`config.mk`:
```
export PLATFORM = sky130hd
export DESIGN_NAME = pwm_reg_sequencer_flat
export DESIGN_NICKNAME = d
export VERILOG_FILES = /design/src/rtl/pwm_reg_sequencer_if.sv /design/src/rtl/pwm_reg_sequencer.sv /design/src/flat_wrapper.sv
export SDC_FILE = /design/constraint.sdc
export NUM_CORES = 1
export LEC_CHECK = 0
export CORE_AREA = 2 2 141 143
export CTS_BUF_LIST = sky130_fd_sc_hd__clkbuf_8
export DETAILED_ROUTE_END_ITERATION = 6
export DIE_AREA = 0 0 143 145
export PLACE_DENSITY = 0.67
export SETUP_SLACK_MARGIN = 0.15
export SYNTH_ARGS = -nofsm -noshare
export SYNTH_HDL_FRONTEND = slang
export SYNTH_SLANG_ARGS = --single-unit
```
`constraint.sdc`:
```
create_clock -name I_ahb_clk -period 2.5 [get_ports I_ahb_clk]
set_clock_uncertainty 0.05 [all_clocks]
set_input_delay 0.625 -clock I_ahb_clk [delete_from_list [all_inputs] [get_ports I_ahb_clk]]
set_output_delay 0.625 -clock I_ahb_clk [all_outputs]
set_load 0.03 [all_outputs]
```
`src/rtl/pwm_reg_sequencer_if.sv`:
```
// AHB-Lite single-master bus bundle between pwm_reg_sequencer and the PWM register slave.
// The master modport is the sequencer's side; the slave modport is the register file's side.
interface pwm_reg_sequencer_if;
    logic [1:0]  htrans;
    logic        hwrite;
    logic [31:0] haddr;
    logic [2:0]  hsize;
    logic [2:0]  hburst;
    logic [31:0] hwdata;
    logic        hready;
    logic [31:0] hrdata;

    modport master (
        output htrans, hwrite, haddr, hsize, hburst, hwdata,
        input  hready, hrdata
    );

    modport slave (
        input  htrans, hwrite, haddr, hsize, hburst, hwdata,
        output hready, hrdata
    );
endinterface

```
`src/rtl/pwm_reg_sequencer.sv`:
```
// Round-robin AHB-Lite master sharing the PWM register file between NREQ requesters.
// Optional transfer abort after TIMEOUT cycles is enabled by defining PWM_SEQ_TIMEOUT_EN.
module pwm_reg_sequencer #(
    parameter int          NREQ      = 4,
    parameter logic [31:0] BASE_ADDR = 32'h0,
    parameter int          TIMEOUT   = 16
) (
    input  logic                 I_ahb_clk,
    input  logic                 I_rst,
    input  logic [NREQ-1:0]      I_req,
    input  logic [NREQ-1:0]      I_req_wr,
    input  logic [NREQ*8-1:0]    I_req_addr,
    input  logic [NREQ*32-1:0]   I_req_wdata,
    output logic [NREQ-1:0]      O_req_gnt,
    output logic [NREQ-1:0]      O_req_done,
    output logic [31:0]          O_req_rdata,
    output logic                 O_req_err,
    output logic                 O_busy,
    pwm_reg_sequencer_if.master  ahb
);

    localparam int          IDXW     = $clog2(NREQ);
    localparam logic [1:0]  HT_IDLE  = 2'b00;
    localparam logic [1:0]  HT_NSEQ  = 2'b10;
    localparam logic [7:0]  LAST_OFF = 8'h44;

    typedef enum logic [2:0] {
        S_IDLE, S_ADDR, S_WAIT_LO, S_WAIT_HI, S_DONE
    } state_e;

    state_e            state_q, state_d;
    logic [IDXW-1:0]   ptr_q, ptr_d;
    logic [IDXW-1:0]   idx_q, idx_d;
    logic              wr_q, wr_d;
    logic [31:0]       wdata_q, wdata_d;
    logic [1:0]        htrans_q, htrans_d;
    logic              hwrite_q, hwrite_d;
    logic [31:0]       haddr_q, haddr_d;
    logic [31:0]       hwdata_q, hwdata_d;
    logic [NREQ-1:0]   gnt_q, gnt_d;
    logic [NREQ-1:0]   done_q, done_d;
    logic [31:0]       rdata_q, rdata_d;
    logic              err_q, err_d;
    logic              busy_q, busy_d;

    // Arbitration result for the current IDLE cycle.
    logic              any_req, hi_hit;
    logic [IDXW-1:0]   hi_idx, lo_idx, pick_idx;
    logic              sel_wr;
    logic [7:0]        sel_off;
    logic [31:0]       sel_wdata;
    logic              sel_legal;
    logic              tmo_hit;

`ifdef PWM_SEQ_TIMEOUT_EN
    localparam int CNTW = $clog2(TIMEOUT + 1);
    logic [CNTW-1:0] cnt_q, cnt_d;

    // Counter is cleared in ADDR, so hitting TIMEOUT-2 here lands DONE exactly TIMEOUT cycles after ADDR.
    assign tmo_hit = (cnt_q == CNTW'(TIMEOUT - 2));

    always_comb begin
        cnt_d = cnt_q;
        if (state_q == S_ADDR)
            cnt_d = '0;
        else if (state_q == S_WAIT_LO || state_q == S_WAIT_HI)
            cnt_d = cnt_q + 1'b1;
    end

    always_ff @(posedge I_ahb_clk) begin
        if (I_rst) cnt_q <= '0;
        else       cnt_q <= cnt_d;
    end
`else
    assign tmo_hit = 1'b0;
`endif

    // First requester at or above ptr wins; otherwise wrap to the lowest requester.
    always_comb begin
        any_req = 1'b0;
        hi_hit  = 1'b0;
        hi_idx  = '0;
        lo_idx  = '0;
        for (int i = NREQ - 1; i >= 0; i--) begin
            if (I_req[i]) begin
                any_req = 1'b1;
                lo_idx  = IDXW'(i);
                if (IDXW'(i) >= ptr_q) begin
                    hi_hit = 1'b1;
                    hi_idx = IDXW'(i);
                end
            end
        end
        pick_idx = hi_hit ? hi_idx : lo_idx;

        sel_wr    = 1'b0;
        sel_off   = '0;
        sel_wdata = '0;
        for (int i = 0; i < NREQ; i++) begin
            if (IDXW'(i) == pick_idx) begin
                sel_wr    = I_req_wr[i];
                sel_off   = I_req_addr[8*i +: 8];
                sel_wdata = I_req_wdata[32*i +: 32];
            end
        end
        sel_legal = (sel_off[1:0] == 2'b00) && (sel_off <= LAST_OFF);
    end

    always_comb begin
        // NOTE: every signal gets a default before the case so no path leaves one unassigned (no latches).
        state_d  = state_q;
        ptr_d    = ptr_q;
        idx_d    = idx_q;
        wr_d     = wr_q;
        wdata_d  = wdata_q;
        htrans_d = HT_IDLE;
        hwrite_d = hwrite_q;
        haddr_d  = haddr_q;
        hwdata_d = hwdata_q;
        gnt_d    = gnt_q;
        done_d   = '0;
        rdata_d  = rdata_q;
        err_d    = 1'b0;
        busy_d   = busy_q;

        unique case (state_q)
            S_IDLE: begin
                if (any_req) begin
                    idx_d           = pick_idx;
                    wr_d            = sel_wr;
                    wdata_d         = sel_wdata;
                    gnt_d           = '0;
                    gnt_d[pick_idx] = 1'b1;
                    busy_d          = 1'b1;
                    if (sel_legal) begin
                        state_d  = S_ADDR;
                        htrans_d = HT_NSEQ;
                        hwrite_d = sel_wr;
                        haddr_d  = BASE_ADDR | {24'h0, sel_off};
                    end else begin
                        state_d          = S_DONE;
                        done_d[pick_idx] = 1'b1;
                        err_d            = 1'b1;
                    end
                end
            end
            S_ADDR: begin
                state_d = S_WAIT_LO;
                if (wr_q) hwdata_d = wdata_q;
            end
            S_WAIT_LO: begin
                if (tmo_hit) begin
                    state_d       = S_DONE;
                    done_d[idx_q] = 1'b1;
                    err_d         = 1'b1;
                end else if (!ahb.hready) begin
                    state_d = S_WAIT_HI;
                end
            end
            S_WAIT_HI: begin
                // A slave completing on the abort cycle still counts as a good transfer.
                if (ahb.hready) begin
                    state_d       = S_DONE;
                    done_d[idx_q] = 1'b1;
                    if (!wr_q) rdata_d = ahb.hrdata;
                end else if (tmo_hit) begin
                    state_d       = S_DONE;
                    done_d[idx_q] = 1'b1;
                    err_d         = 1'b1;
                end
            end
            S_DONE: begin
                state_d = S_IDLE;
                ptr_d   = (idx_q == IDXW'(NREQ - 1)) ? '0 : idx_q + 1'b1;
                gnt_d   = '0;
                busy_d  = 1'b0;
            end
            default: state_d = S_IDLE;
        endcase
    end

    always_ff @(posedge I_ahb_clk) begin
        // NOTE: state elements use non-blocking assignments so every flop samples pre-edge values.
        if (I_rst) begin
            state_q  <= S_IDLE;
            ptr_q    <= '0;
            idx_q    <= '0;
            wr_q     <= 1'b0;
            wdata_q  <= '0;
            htrans_q <= HT_IDLE;
            hwrite_q <= 1'b0;
            haddr_q  <= '0;
            hwdata_q <= '0;
            gnt_q    <= '0;
            done_q   <= '0;
            rdata_q  <= '0;
            err_q    <= 1'b0;
            busy_q   <= 1'b0;
        end else begin
            state_q  <= state_d;
            ptr_q    <= ptr_d;
            idx_q    <= idx_d;
            wr_q     <= wr_d;
            wdata_q  <= wdata_d;
            htrans_q <= htrans_d;
            hwrite_q <= hwrite_d;
            haddr_q  <= haddr_d;
            hwdata_q <= hwdata_d;
            gnt_q    <= gnt_d;
            done_q   <= done_d;
            rdata_q  <= rdata_d;
            err_q    <= err_d;
            busy_q   <= busy_d;
        end
    end

    assign ahb.htrans  = htrans_q;
    assign ahb.hwrite  = hwrite_q;
    assign ahb.haddr   = haddr_q;
    assign ahb.hsize   = 3'b010;
    assign ahb.hburst  = 3'b000;
    assign ahb.hwdata  = hwdata_q;

    assign O_req_gnt   = gnt_q;
    assign O_req_done  = done_q;
    assign O_req_rdata = rdata_q;
    assign O_req_err   = err_q;
    assign O_busy      = busy_q;

endmodule
```
`src/flat_wrapper.sv`:
```
// flat-port wrapper written by rule: the top's interface ports become plain ports
module pwm_reg_sequencer_flat 
#(
    parameter int          NREQ      = 4,
    parameter logic [31:0] BASE_ADDR = 32'h0,
    parameter int          TIMEOUT   = 16
)
  (I_ahb_clk, I_rst, I_req, I_req_wr, I_req_addr, I_req_wdata, O_req_gnt, O_req_done, O_req_rdata, O_req_err, O_busy, ahb_htrans, ahb_hwrite, ahb_haddr, ahb_hsize, ahb_hburst, ahb_hwdata, ahb_hready, ahb_hrdata);
  pwm_reg_sequencer_if ahb_i ();
  input  logic I_ahb_clk;
  input  logic I_rst;
  input  logic [NREQ-1:0] I_req;
  input  logic [NREQ-1:0] I_req_wr;
  input  logic [NREQ*8-1:0] I_req_addr;
  input  logic [NREQ*32-1:0] I_req_wdata;
  output logic [NREQ-1:0] O_req_gnt;
  output logic [NREQ-1:0] O_req_done;
  output logic [31:0] O_req_rdata;
  output logic O_req_err;
  output logic O_busy;
  output wire logic [$bits(ahb_i.htrans)-1:0] ahb_htrans;
  output wire logic [$bits(ahb_i.hwrite)-1:0] ahb_hwrite;
  output wire logic [$bits(ahb_i.haddr)-1:0] ahb_haddr;
  output wire logic [$bits(ahb_i.hsize)-1:0] ahb_hsize;
  output wire logic [$bits(ahb_i.hburst)-1:0] ahb_hburst;
  output wire logic [$bits(ahb_i.hwdata)-1:0] ahb_hwdata;
  input wire logic [$bits(ahb_i.hready)-1:0] ahb_hready;
  input wire logic [$bits(ahb_i.hrdata)-1:0] ahb_hrdata;
  assign ahb_htrans = ahb_i.htrans;
  assign ahb_hwrite = ahb_i.hwrite;
  assign ahb_haddr = ahb_i.haddr;
  assign ahb_hsize = ahb_i.hsize;
  assign ahb_hburst = ahb_i.hburst;
  assign ahb_hwdata = ahb_i.hwdata;
  assign ahb_i.hready = ahb_hready;
  assign ahb_i.hrdata = ahb_hrdata;
  pwm_reg_sequencer #(.NREQ(NREQ), .BASE_ADDR(BASE_ADDR), .TIMEOUT(TIMEOUT)) u_core (.I_ahb_clk(I_ahb_clk), .I_rst(I_rst), .I_req(I_req), .I_req_wr(I_req_wr), .I_req_addr(I_req_addr), .I_req_wdata(I_req_wdata), .O_req_gnt(O_req_gnt), .O_req_done(O_req_done), .O_req_rdata(O_req_rdata), .O_req_err(O_req_err), .O_busy(O_busy), .ahb(ahb_i));
endmodule
```
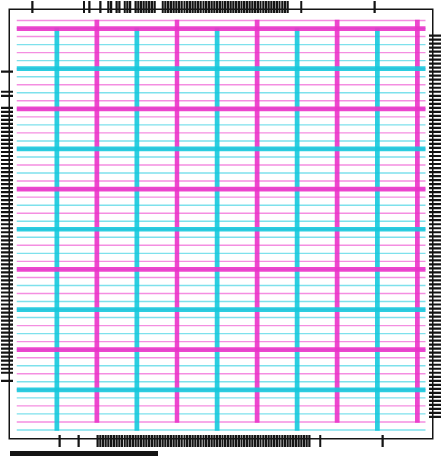
run_1/floorplan.png
The bar under the picture is 50 um long. Pins as bars on the die edge.
VSS: marked cyan. VDD: marked magenta.
10 straps on met4. 318 signal pins sit on the boundary. 10 straps on met5. 52 met1 rails follow the rows. The core has 51 rows.
Worst VDD drop: 0.317 mV
core area: 0.0192 sq mm

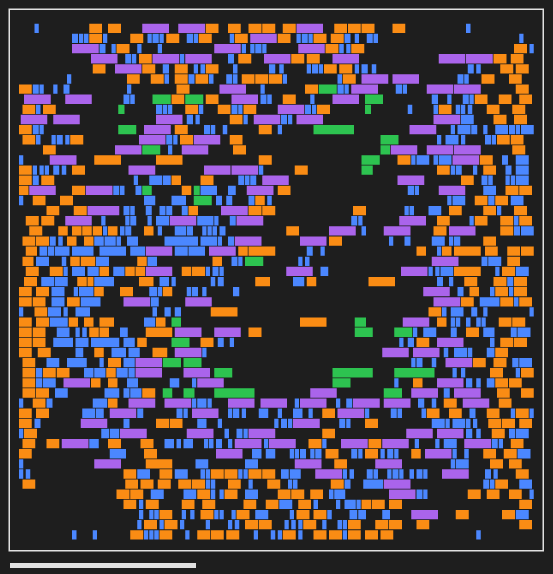
run_1/class_map.png
The bar under the picture is 50 um long.
clock drivers and dummy loads: marked green, cells 32, share of their area 4.7%. remaining logic cells: marked blue, cells 539, share of their area 32%. remaining buffers and delay cells: marked orange, cells 344, share of their area 37%. registers: marked purple, cells 124, share of their area 27%.

==> results_slide.txt, run 1 <==
Flow Results at a Glance

Yosys
  • Yosys stat area: between 0.005 and 0.006 sq mm
  • #FFs+latches synth: 124
  • Ys cells: 721
  • Top cells by area: dfxtp_1 (44%), nand2_1 (13%), a21oi_1 (7.7%), mux2i_1 (5.3%), a222oi_1 (4.4%)
  • Synth Area in Compound Gates: 19.3%
  • Syn Area/Cell: 7.89 sq um
  • Synth top area share: 43.6%
  • Logic family by area: simple AND/OR/NAND/NOR gates
  • Yosys simple share: 20.7%
  • Post-synthesis async set-or-reset flop share: 0%
  • Multiplexer share: 6.53%
  • Most used flip-flop cell: dfxtp_1
  • Xor/xnor share: less than 1%
  • Yosys warnings: 0
  • Synth Instances: 721
  • Post-synth EDFFs: 0
  • Post-synth top area cell: dfxtp_1
  • Synth cell types: 46
  • Mapped Area: 0.00569 sq mm
  • Adder-cell share of the synthesized area: 0.880%
  • Proportion of synthesized chip area in sequential cells: between 40 and 50%

Critical path
  • Depth of the most critical reg-to-reg path: 8
  • Worst EP arrival: around 2.7 ns
  • Startpoint Class: input pin
  • RR Startpoint: u_core.ptr_q[1]
  • WS Path Type: input pin to register
  • Reg2reg setup slack: ~0.08 ns
  • Crit-path max FO: 7
  • Setup crit end kind: register
  • Reg2reg end: u_core.ahb.haddr[5]
  • Crit path DRT: 2.81 ns

CTS
  • Late-Pin Clk Latency: ~0.43 ns
  • CTS tree: built
  • Number of CTS-inserted buffers: 17
  • Post-CTS Hold Fix Bufs: 0
  • Maximum clock insertion buffer count: 2
  • Post-CTS setup buffer count: 3
  • H-tree levels: 4
  • CTS Sinks: roughly 120
  • Post-CTS sizing: 21
  • Worst-path clk slew: 0.07 ns
  • CTS root buffer: clkbuf_8

Worst hold path
  • WHS Path Cells: 2
  • Hold wc startpoint: u_core.wdata_q[21]
  • Hold Crit Class: register to register
  • Hold endpoint: u_core.ahb.hwdata[21]

Routing
  • Met1 wire length: roughly 8.6 mm
  • First DRT Iteration DRCs: 314
  • Via density: 4.68
  • Highest metal used: met4
  • # DRC: 4
  • DRT Pass-1 Iters: 7
  • Antenna-violating nets left: 0
  • WL met3: 1.62 mm
  • WL met2: 9.89 mm

Timing
  • RSZ-0062 raised after global routing: true
  • Crit share post-route: 97.4%
  • Hold WS: slightly below 0.4 ns
  • Final Setup Violations: 0
  • Min Tclk post-route: 2.43 ns
  • Fmax: about 410 MHz
  • Worst-margin pin slew: 0.629 ns
  • Final Hold Viols: 0
  • Slew Limit Headroom: approximately 58%
  • Slew Viols, Final: 0
  • Final Worst Setup Slack: 0.0662 ns

Place
  • GPL Wtd Cong: 0.833
  • IO Port Bufs: 286
  • DP Worst Slack: -0.737 ns
  • HPWL after DPL: roughly 16 mm

Floorplan
  • Die W: 143 um
  • Floorplan Utilization: between 20% and 30%
  • FP Rows: 51
  • Die height: 145 um
  • Full die area: 0.0207 sq mm
  • # IOs: 318

Run status
  • Status: finished with violations
  • Failing checks: DRC

GRT
  • Pin count of the biggest net entering global routing: between 60 and 70
  • Initial antenna violation count: 1
  • Vias in the first global route: 5975
  • Total gr overflow: 0
  • First-pass GRT wire length: 31.4 mm

Power and ir drop
  • PwrDens: 581 mW/mm^2
  • Leakage: 3.58 nW

Run
  • OpenROAD warnings: 32
  • Maxcap violations: 0

Cells and area
  • Diode count: 0
  • Share of layout cells above drive strength 1: a little under an eighth
  • Area growth syn-to-layout: 70.0%
  • Final-stage net count: 1233
  • Fill cells: 1837
  • Core Util, Final: 50.4%
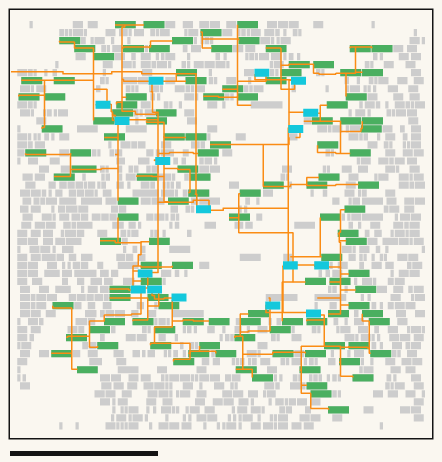
run_1/clock_wires.png
The bar under the picture is 50 um long.
clock wires: marked orange, length 1730 um. flip-flops: marked green, count 124. clock-net drivers: marked cyan, count 17.
Position of the flops: all over the die. There are 18 routed clock nets.

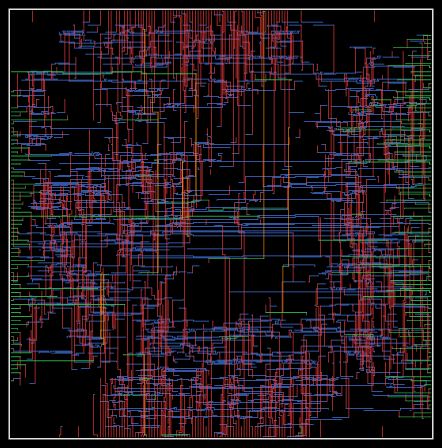
run_1/layers.png
M4: marked orange, wire length 390 um. M3: marked green, wire length 1620 um. M2: marked red, wire length 9890 um. M1: marked blue, wire length 8650 um.
via count: 6102
Total GRT Usage: 19.1%
WL final: 20.5 mm
WL/cell: 15.8 um

## run 1: cells in the mapped netlist (all sizes together), types with 2 or more instances
cell    number
a222oi      25
mux2i       30
or3          6
a211oi      10
o21ai       25
o22ai        7
nand2      204
inv          4
a311oi       6
nor2        47
or2          3
clkbuf      46
buf         42
nor3b        3
dfxtp      124
nand2b       3
a21oi       88
nand3        6
mux2         6
conb         2
ha           4
nor3        11
## run 1: how the worst max path moves through the flow
stage | from | to | slack, ns
floorplan | I_req[3] | u_core.ahb.hwrite | -0.04
global placement | I_req[0] | u_core.ahb.haddr[2] | -0.61
detailed placement | I_req[0] | u_core.ahb.haddr[5] | -0.74
CTS | u_core.ptr_q[1] | u_core.ahb.haddr[4] | 0.13
global route | u_core.ptr_q[1] | u_core.ahb.hwrite | -0.02
finish | I_req[0] | u_core.ahb.haddr[5] | 0.07
## run 1: area by class of cell
class / count / area, sq um / share of cell area, %
timing repair buffer: 344 / 3430 / 35.5
multi-input combinational: 535 / 2970 / 30.7
sequential: 124 / 2490 / 25.7
tap: 265 / 332 / 3.43
clock buffer: 18 / 248 / 2.56
clock inverter: 14 / 191 / 1.98
inverter: 4 / 15.0 / 0.155
## run 1: stage by stage
step	power, W	instances	cell area [sq um]	setup TNS, ns
6_report	0.00562	1304	9670	0
5_1_grt	0.00590	1304	9670	-0.0572
4_1_cts	0.00567	1303	9610	0
3_5_place_dp	0.00364	1266	9070	-27.87
3_3_place_gp	0.00363	1266	9070	-23.83
2_1_floorplan	0.00294	750	5820	-0.175
## run 1: placed cells by master (no fill, tap or decap), types with 5 or more instances in the layout
| master | count |
|---|---|
| conb_1 | 31 |
| o22ai_1 | 6 |
| o21ai_0 | 24 |
| a211oi_1 | 10 |
| mux2i_1 | 29 |
| nand2_1 | 204 |
| nor3_1 | 9 |
| buf_6 | 5 |
| a21oi_1 | 83 |
| clkdlybuf4s50_1 | 281 |
| a21oi_2 | 5 |
| buf_4 | 43 |
| dfxtp_1 | 123 |
| buf_12 | 10 |
| clkbuf_8 | 18 |
| a222oi_1 | 25 |
| nor2_1 | 45 |
| nand3_1 | 6 |
## run 1: metal layers
metal | GRT usage (%) | vias to the layer above
met5 | 0 | -
met4 | 5.89 | 0
met3 | 5.18 | 26
met2 | 33.2 | 236
met1 | 22.8 | 2796
li1 | - | 3044
## run 1: report_power, final
part	switching [W]	total (W)	leakage (nW)	internal, W
sequential	0.0000770	0.00217	1.01	0.00210
clock	0.000842	0.00196	0.211	0.00111
combinational	0.000710	0.00149	2.36	0.000780
## run 1: worst max-delay path, cell delays in order
cell and delay (ns):
clkdlybuf4s15_1 0.23, mux2i_1 0.16, nor2_1 0.08, or3_4 0.44, mux2i_1 0.15, mux2_4 0.30, or2_4 0.26, or3_4 0.34
a21oi_2 0.16
## run 1: flip-flops by register name, summed over array words and instances (netlist names)
signal              cells
u_core.ahb.hwdata      32
u_core.wdata_q         32
u_core.idx_q            2
u_core.O_req_err        1
u_core.ahb.hwrite       1
u_core.O_req_rdata     32
u_core.wr_q             1
u_core.ahb.haddr        8
u_core.O_busy           1
u_core.ahb.htrans       1
u_core.O_req_done       4
u_core.ptr_q            2
u_core.state_q          3
u_core.O_req_gnt        4
run_1/congestion_map.png
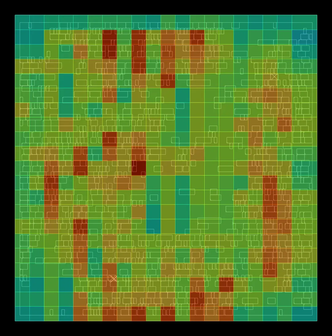

==> run 1 -> run 2 <==
CTS_CLUSTER_SIZE = 8   (was unset)
PLACE_DENSITY = 0.76   (was 0.67)
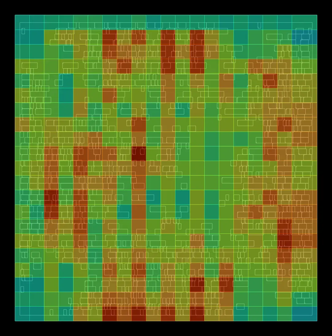
run_2/congestion_map.png
GR Layer Usage met1: 23.1%
Core Util, Final: 50.7%
Total GRT Usage: 20.0%
WL/cell: 16.7 um

==> run 2 against run 1 <==
  * The run now ends clean
  * Routed wire length increased by 6.2%
  * Largest power group unchanged
  * Largest cell class unchanged
  * Critical path depth unchanged
  * Die size is the same
==> results_slide.txt, run 2 <==
Flow Results at a Glance

Critical path
  • Reg2reg setup slack: 0.14 ns (was 0.08 ns)
  • Setup crit start: I_req[2] (was I_req[0])
  • Crit path DRT: 2.80 ns (was 2.81 ns)
  • Depth of the most critical reg-to-reg path: 8 (unchanged)
  • Setup crit end kind: register (unchanged)
  • Worst EP arrival: 2.68 ns (was 2.74 ns)
  • Crit-path max FO: 6 (was 7)
  • WS Path Type: input pin to register (unchanged)
  • Startpoint Class: input pin (unchanged)
  • Reg2reg end: u_core.ahb.hwrite (was u_core.ahb.haddr[5])

Yosys
  • Yosys stat area: 0.00569 sq mm (unchanged)
  • Xor/xnor share: 0.154% (unchanged)
  • Multiplexer share: 6.53% (unchanged)
  • Top-count cell post-synth: nand2_1 (unchanged)
  • Most used flip-flop cell: dfxtp_1 (unchanged)
  • Logic family by area: simple AND/OR/NAND/NOR gates (unchanged)
  • Yosys warnings: 0 (unchanged)
  • Synth top area share: 43.6% (unchanged)
  • Synth cell types: 46 (unchanged)
  • Yosys simple share: 20.7% (unchanged)
  • Syn Area/Cell: 7.89 sq um (unchanged)
  • Top cells by area: dfxtp_1 (44%), nand2_1 (13%), a21oi_1 (7.7%), mux2i_1 (5.3%), a222oi_1 (4.4%) (unchanged)
  • Ys cells: 721 (unchanged)
  • Post-synth top cells: nand2_1 (204), dfxtp_1 (124), a21oi_1 (88) (unchanged)
  • Adder-cell share of the synthesized area: 0.880% (unchanged)
  • Post-synthesis async set-or-reset flop share: 0% (unchanged)
  • Synth Area in Compound Gates: 19.3% (unchanged)
  • Mapped Area: 0.00569 sq mm (unchanged)
  • Post-synth top area cell: dfxtp_1 (unchanged)
  • Proportion of synthesized chip area in sequential cells: 43.6% (unchanged)
  • Synth Instances: 721 (unchanged)
  • Post-synth EDFFs: 0 (unchanged)
  • #FFs+latches synth: 124 (unchanged)

Power and ir drop
  • Comb power frac: 26.9% (was 26.5%)
  • Leakage: 3.61 nW (was 3.58 nW)
  • Clock power frac: 35.2% (was 34.8%)
  • Seq pwr share: 37.9% (was 38.7%)
  • Worst VDD drop: 0.279 mV (was 0.317 mV)
  • Switching pwr: 0.00162 W (was 0.00163 W)
  • PwrDens: 589 mW/mm^2 (was 581 mW/mm^2)
  • Pwr Total: 0.00573 W (was 0.00562 W)
  • Internal power: 0.00412 W (was 0.00399 W)
  • Switching power share of the total: 28.2% (was 29.0%)

Timing
  • Slew Limit Headroom: 60.3% (was 57.8%)
  • Slew Viols, Final: 0 (unchanged)
  • Worst-margin pin slew: 0.591 ns (was 0.629 ns)
  • Post-Route Setup TNS: 0 ns (unchanged)
  • Final Setup Violations: 0 (unchanged)
  • Crit share post-route: 95.1% (was 97.4%)
  • Min Tclk post-route: 2.38 ns (was 2.43 ns)
  • Final Hold Viols: 0 (unchanged)
  • Fmax: 421 MHz (was 411 MHz)
  • RSZ-0062 raised after global routing: true (unchanged)

Cells and area
  • Logic area: 0.00297 sq mm (about the same)
  • Register area: 0.00249 sq mm (unchanged)
  • Most instantiated logic cells after routing: clkdlybuf4s50_1 (281), nand2_1 (204), dfxtp_1 (123), a21oi_1 (87), nor2_1 (46) (was clkdlybuf4s50_1 (281), nand2_1 (204), dfxtp_1 (123), a21oi_1 (83), nor2_1 (45))
  • Final-stage net count: 1231 (was 1233)
  • Area growth syn-to-layout: 71.1% (was 70.0%)
  • Fill cells: 1834 (was 1837)
  • Commonest Layout Cell: clkdlybuf4s50_1 (unchanged)
  • Share of layout cells above drive strength 1: 11.5% (was 11.8%)

CTS
  • Post-CTS Hold Fix Bufs: 0 (unchanged)
  • Worst-path clk slew: 0.07 ns (about the same)
  • CTS Sinks: 124 (unchanged)
  • H-tree levels: 4 (unchanged)
  • CTS tree: built (unchanged)
  • Maximum clock insertion buffer count: 2 (unchanged)
  • Late-Pin Clk Latency: 0.42 ns (was 0.43 ns)
  • Number of CTS-inserted buffers: 17 (unchanged)
  • CTS root buffer: clkbuf_8 (unchanged)

GRT
  • Total gr overflow: 0 (unchanged)
  • Vias in the first global route: 6045 (was 5975)
  • First-pass GRT wire length: 32.4 mm (was 31.4 mm)
  • Initial antenna violation count: 2 (was 1)
  • Pin count of the biggest net entering global routing: 99 (was 62)

Run
  • OpenROAD warnings: 32 (unchanged)
  • Maxcap violations: 0 (unchanged)

Routing
  • Via count: 6182 (was 6102)
  • DRT Pass-1 Iters: 5 (was 7)
  • WL final: 21.8 mm (was 20.5 mm)
  • Antenna-violating nets left: 0 (unchanged)
  • First DRT Iteration DRCs: 362 (was 314)
  • Via density: 4.74 (was 4.68)
  • # DRC: 0 (was 4)

Place
  • GPL Wtd Cong: 0.869 (was 0.833)
  • HPWL after DPL: 15.7 mm (was 15.5 mm)

Floorplan
  • Die W: 143 um (unchanged)
  • Die height: 145 um (unchanged)
  • # IOs: 318 (unchanged)
  • Floorplan Utilization: 29.6% (unchanged)
  • FP Rows: 51 (unchanged)
  • Core area: 0.0192 sq mm (unchanged)
  • Full die area: 0.0207 sq mm (unchanged)

Run status
  • Status: finished, final reports clean (was finished with violations)

Worst hold path
  • Hold Crit Class: register to register (unchanged)
  • Hold endpoint: u_core.ahb.hwdata[17] (was u_core.ahb.hwdata[21])
  • Hold wc startpoint: u_core.wdata_q[17] (was u_core.wdata_q[21])
  • WHS Path Cells: 2 (unchanged)
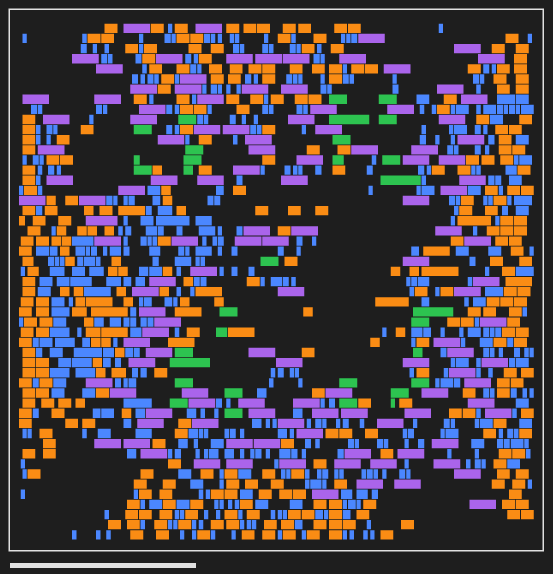
run_2/class_map.png
The bar under the picture is 50 um long.
clock drivers and dummy loads: marked green, cells 32, share of their area 4.9%. remaining buffers and delay cells: marked orange, cells 341, share of their area 37%. registers: marked purple, cells 124, share of their area 26%. remaining logic cells: marked blue, cells 540, share of their area 32%.

==> run 2: cell types whose count changed in the layout (fill, tap and decap cells not counted), moves of 3 or more <==
| cell | change |
|---|---|
| a21oi_1 | +4 |
| a21oi_2 | -4 |
| buf_4 | -3 |
| clkbuf_8 | +4 |
| mux2i_1 | -4 |
| mux2i_2 | +4 |
| o21ai_0 | -10 |
| o21ai_1 | +9 |
==> run 2: cell type report <==
class | instances | area share, %
timing repair buffer | 341 | 35.6
multi-input combinational | 536 | 30.5
clock buffer | 22 | 3.11
clock inverter | 10 | 1.66
antenna | 1 | 0.0257
sequential | 124 | 25.5
tap | 265 | 3.41
inverter | 4 | 0.154
==> run 2: worst max path at each step <==
stage / end / slack, ns / depth (start not counted)
after floorplan: u_core.ahb.hwrite / -0.04 / 10
after global placement: u_core.O_req_done[1] / -0.64 / 10
after detailed placement: u_core.O_req_done[0] / -0.74 / 10
after CTS: u_core.ahb.haddr[5] / 0.13 / 8
after global routing: u_core.ahb.haddr[4] / 0.02 / 8
final: u_core.ahb.hwrite / 0.12 / 9
==> run 2: worst max-delay path: stages <==
cell and delay, ns:
clkdlybuf4s15_1 0.21, mux2i_1 0.16, nor2_1 0.08, or3_4 0.42, mux2i_1 0.14, mux2_4 0.31, or2_4 0.28, or3_1 0.32
a21oi_1 0.13
==> run 2: cell families (layout without fill, tap and decap cells) <==
| family | count (synthesis) | count (layout) |
|---|---|---|
| AOI/OAI and AO/OA | 173 | 174 |
| xor gates and xnor gates | 1 | 1 |
| adders and majority gates | 4 | 4 |
| buffers and inverters | 92 | 377 |
| DFF | 124 | 124 |
| muxes | 36 | 36 |
| other | 2 | 32 |
| and+or+nand+nor | 289 | 290 |
==> run 2: through the flow <==
stage | hold slack [ns] | utilization (%) | area [sq um] | setup WS (ns) | cells
floorplan | 0.382 | - | 5820 | -0.0368 | 750
detailed placement | 0.395 | 46.7 | 8970 | -0.744 | 1258
finish | 0.402 | 50.7 | 9730 | 0.122 | 1303
CTS | 0.405 | 49.8 | 9570 | 0.127 | 1296
global placement | 0.388 | 46.7 | 8970 | -0.637 | 1258
global route | 0.414 | 50.7 | 9730 | 0.0232 | 1302
==> run 2: per-layer routing <==
metal  up-vias  global-route usage [%]  part of all wire, %
li1       3044                       -                    -
met1      2859                    23.1                   40
met2       255                    35.5                   50
met3        22                    6.20                  8.5
met4         2                    5.25                  1.7
met5         -                       0                0.060
==> run 2: power by group through the flow <==
| stage | Combinational [W] | Sequential (W) | Clock [W] |
|---|---|---|---|
| after floorplan | 0.000714 | 0.00223 | 0 |
| after detailed placement | 0.00137 | 0.00222 | 0 |
| after CTS | 0.00145 | 0.00217 | 0.00208 |
| final | 0.00154 | 0.00217 | 0.00202 |
| after global routing | 0.00166 | 0.00218 | 0.00218 |
| after global placement | 0.00136 | 0.00221 | 0 |
==> run 2: repair_timing <==
| item | CTS | global route |
|---|---|---|
| pin swaps | 7 | 12 |
| gates resized | 22 | 24 |
| gates cloned | 4 | 2 |
| setup endpoints to repair | 51 | 39 |
| buffers inserted | 2 | 4 |
Power and IR drop assume default switching activity.
